==> src/rtl/operand_fetch_ctrl.sv <==
// operand_fetch_ctrl
//   Initiator side of the Regbank port set, between decode and execute.
//   Accepts an issue request (sr1, sr2, dr, wen), drives the Regbank read
//   addresses, and captures both operands one cycle later. A writeback that
//   arrives in the same cycle is forwarded into the captured operands.
//   An 8-entry scoreboard of pending destinations stalls RAW hazards.
//
// Ports
//   clk, reset             rising-edge clock, asynchronous active-high reset
//   req_valid/req_ready    issue handshake; req_sr1/req_sr2/req_dr/req_wen
//   wb_valid/wb_dr/wb_data writeback (always accepted)
//   rb_sr1/rb_sr2          Regbank read addresses (registered)
//   rb_rdData1/rb_rdData2  Regbank combinational read data
//   rb_write/rb_dr/rb_wrData  Regbank write port (pass-through of writeback)
//   op_valid/op_ready      operand bundle handshake; op_a, op_b, op_dr
//   sb_busy                scoreboard, bit i = write to register i pending
module operand_fetch_ctrl #(
  parameter int DATA_W = 16,
  parameter int ADDR_W = 3
) (
  input  logic                     clk,
  input  logic                     reset,
  input  logic                     req_valid,
  output logic                     req_ready,
  input  logic [ADDR_W-1:0]        req_sr1,
  input  logic [ADDR_W-1:0]        req_sr2,
  input  logic [ADDR_W-1:0]        req_dr,
  input  logic                     req_wen,
  input  logic                     wb_valid,
  input  logic [ADDR_W-1:0]        wb_dr,
  input  logic [DATA_W-1:0]        wb_data,
  output logic [ADDR_W-1:0]        rb_sr1,
  output logic [ADDR_W-1:0]        rb_sr2,
  input  logic [DATA_W-1:0]        rb_rdData1,
  input  logic [DATA_W-1:0]        rb_rdData2,
  output logic                     rb_write,
  output logic [ADDR_W-1:0]        rb_dr,
  output logic [DATA_W-1:0]        rb_wrData,
  output logic                     op_valid,
  input  logic                     op_ready,
  output logic [DATA_W-1:0]        op_a,
  output logic [DATA_W-1:0]        op_b,
  output logic [ADDR_W-1:0]        op_dr,
  output logic [(2**ADDR_W)-1:0]   sb_busy
);

  localparam int NREG = 2**ADDR_W;

  typedef enum logic [1:0] {IDLE, FETCH, HOLD} state_t;

  state_t              state;
  logic [ADDR_W-1:0]   dr_q;
  logic                accept;
  logic                fwd1;
  logic                fwd2;
  logic [NREG-1:0]     sb_next;

  // Hazard test looks at the pre-edge scoreboard only, so a writeback
  // clearing a bit unblocks issue on the following cycle.
  always_comb begin
    req_ready = (state == IDLE) && !sb_busy[req_sr1] && !sb_busy[req_sr2];
    accept    = req_valid && req_ready;
  end

  // Clear from writeback first, then set from issue: set wins on a tie.
  always_comb begin
    sb_next = sb_busy;
    if (wb_valid)
      sb_next[wb_dr] = 1'b0;
    if (accept && req_wen)
      sb_next[req_dr] = 1'b1;
  end

  // rb_sr1/rb_sr2 hold the latched source indices during FETCH.
  always_comb begin
    fwd1 = wb_valid && (wb_dr == rb_sr1);
    fwd2 = wb_valid && (wb_dr == rb_sr2);
  end

  always_comb begin
    rb_write  = wb_valid && !reset;
    rb_dr     = wb_dr;
    rb_wrData = wb_data;
  end

  always_ff @(posedge clk or posedge reset) begin
    if (reset) begin
      state    <= IDLE;
      sb_busy  <= '0;
      rb_sr1   <= '0;
      rb_sr2   <= '0;
      dr_q     <= '0;
      op_valid <= 1'b0;
      op_a     <= '0;
      op_b     <= '0;
      op_dr    <= '0;
    end else begin
      sb_busy <= sb_next;
      case (state)
        IDLE: begin
          if (accept) begin
            rb_sr1 <= req_sr1;
            rb_sr2 <= req_sr2;
            dr_q   <= req_dr;
            state  <= FETCH;
          end
        end
        FETCH: begin
          op_a     <= fwd1 ? wb_data : rb_rdData1;
          op_b     <= fwd2 ? wb_data : rb_rdData2;
          op_dr    <= dr_q;
          op_valid <= 1'b1;
          state    <= HOLD;
        end
        HOLD: begin
          if (op_ready) begin
            op_valid <= 1'b0;
            state    <= IDLE;
          end
        end
        default: state <= IDLE;
      endcase
    end
  end

endmodule

==> config.mk <==
export PLATFORM = sky130hd
export DESIGN_NAME = operand_fetch_ctrl
export DESIGN_NICKNAME = d
export VERILOG_FILES = /design/src/rtl/operand_fetch_ctrl.sv
export SDC_FILE = /design/constraint.sdc
export NUM_CORES = 1
export LEC_CHECK = 0
export ABC_AREA = 1
export CORE_ASPECT_RATIO = 0.7
export CORE_MARGIN = 3
export CORE_UTILIZATION = 37
export DETAILED_ROUTE_END_ITERATION = 6
export PLACE_DENSITY = 0.77
export SYNTH_ARGS = -nofsm -noshare
export SYNTH_HDL_FRONTEND = slang
export SYNTH_SLANG_ARGS = --single-unit
==> constraint.sdc <==
create_clock -name clk -period 1.8 [get_ports clk]
set_input_delay 0.54 -clock clk [delete_from_list [all_inputs] [get_ports clk]]
set_output_delay 0.54 -clock clk [all_outputs]
set_load 0.01 [all_outputs]
closeup.png
Window x 41 to 71, y 41 to 71 um. Cells in gray, sequential cells in the stronger gray; small squares are vias.
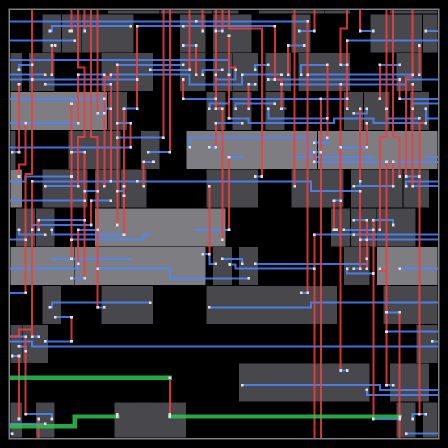
[blue] M1
[green] M3
[red] M2
sequential cells in the window: 5
netlist names of flops here include: `op_b` (3), `op_a` (2)
most frequent: nand2_1 (12), a21oi_1 (9), clkdlybuf4s50_1 (9)
cells with their middle in the window: 55

congestion_map.png
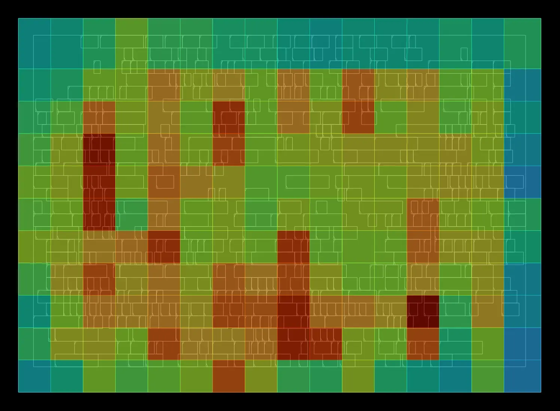
gr usage total: 21.0%
final design utilization: 63.4%
met1 Resource Use GR: 29.2%
busiest grt layer: met2

==> reports/metrics.yaml <==
run_status:
  status: "complete, but fails checks"
  violations: "setup timing"
placement:
  numPortBuffers: 136
  dp_hpwl_um: 7120
  placedInstanceArea_sq_um: 4480
  post-place-ws_ps: -927
drt:
  routed.top_layer: "met4"
  drc_errors: 0
  vias: 3061
logic_synthesis:
  yosys_area_sq_um: 2880
  fp_nets: 437
  top_cells_by_area: "dfrtp_1 48%, nand2_1 14%, a21oi_1 8.4%"
  synth_warnings: 0
  synthXorXnorAreaFrac_pct: 1.52
  ys_seq_share_pct: 47.8
  top_logic_kind: "simple AND/OR/NAND/NOR gates"
  yosys.area_share.aoi_pct: 13.9
  synth_cells: 371
  synthSimpleGateAreaFrac_pct: 24.3
setup_path:
  reg2reg_depth: 9
  cp.depth: 6
  crit_chain: "nand2_1, nand3_2, nand3b_1, nand3_2, nor2_4, buf_6"
  cp_max_fo: 3
  cp_slowest_cell: "dfrtp_1"
  worstSetupEndpoint: "req_ready"
  arrival_ps: 1380
  startpoint: "sb_busy[3]"
  cp_top_family: "simple AND/OR/NAND/NOR gates"
  cpMostUsedCell: "nand3_2"
timing:
  finalMaxSlewViolations: 0
  clock_skew_ps: 7.83
  finalSetupViolCount: 1
  rsz0062_at_grt: "true"
  fin_hold_ws_ps: 482
  fmax_ghz: 0.521
  worst_slack_ps: -118
finish:
  mostFrequentLayoutCells: "104 x nand2_1, 73 x clkdlybuf4s50_1, 55 x dfrtp_1"
  largest_class: "buffers"
  nonClkBufAreaFrac_pct: 37.2
  nFillCells: 673
  antennaDiodeCount: 0
  logic_area_sq_um: 1220
  n_all_inverters: 35
  drive_gt1_share_pct: 21.0
  num-multi-input-gates: 247
  final_cell_area_sq_um: 4700
  flops: 55
  final-clk-cell-share_pct: 1.81
  seq_area_sq_um: 1380
global_route:
  antenna_found_initial: 0
  grt_pass1_vias: 2973
  grt_max_degree: 53
  grt_use_met2_pct: 32.1
  grt_overflow: 0
power:
  powerDensity_nw_per_um2: 1230
  internal-power_uw: 3560
  swShare_pct: 38.4
  p_switching_uw: 2220
  pg_seq_uw: 2160
run:
  cap_violations: 0
hold_path:
  hp-start: "op_dr[0]"
  min_path_type: "register to register"
die:
  fp_util_pct: 38.8
  die_w_um: 111
  dieArea_sq_um: 8890
clock_tree:
  cts_resized: 106
  clk_pin_slew_worst_paths_ps: 100
  htreeDepth: 2
  root_buffer: "clkbuf_8"
  ctsHoldBuffers: 0
Power figures rest on the tool's default switching activity, not on a simulated workload.
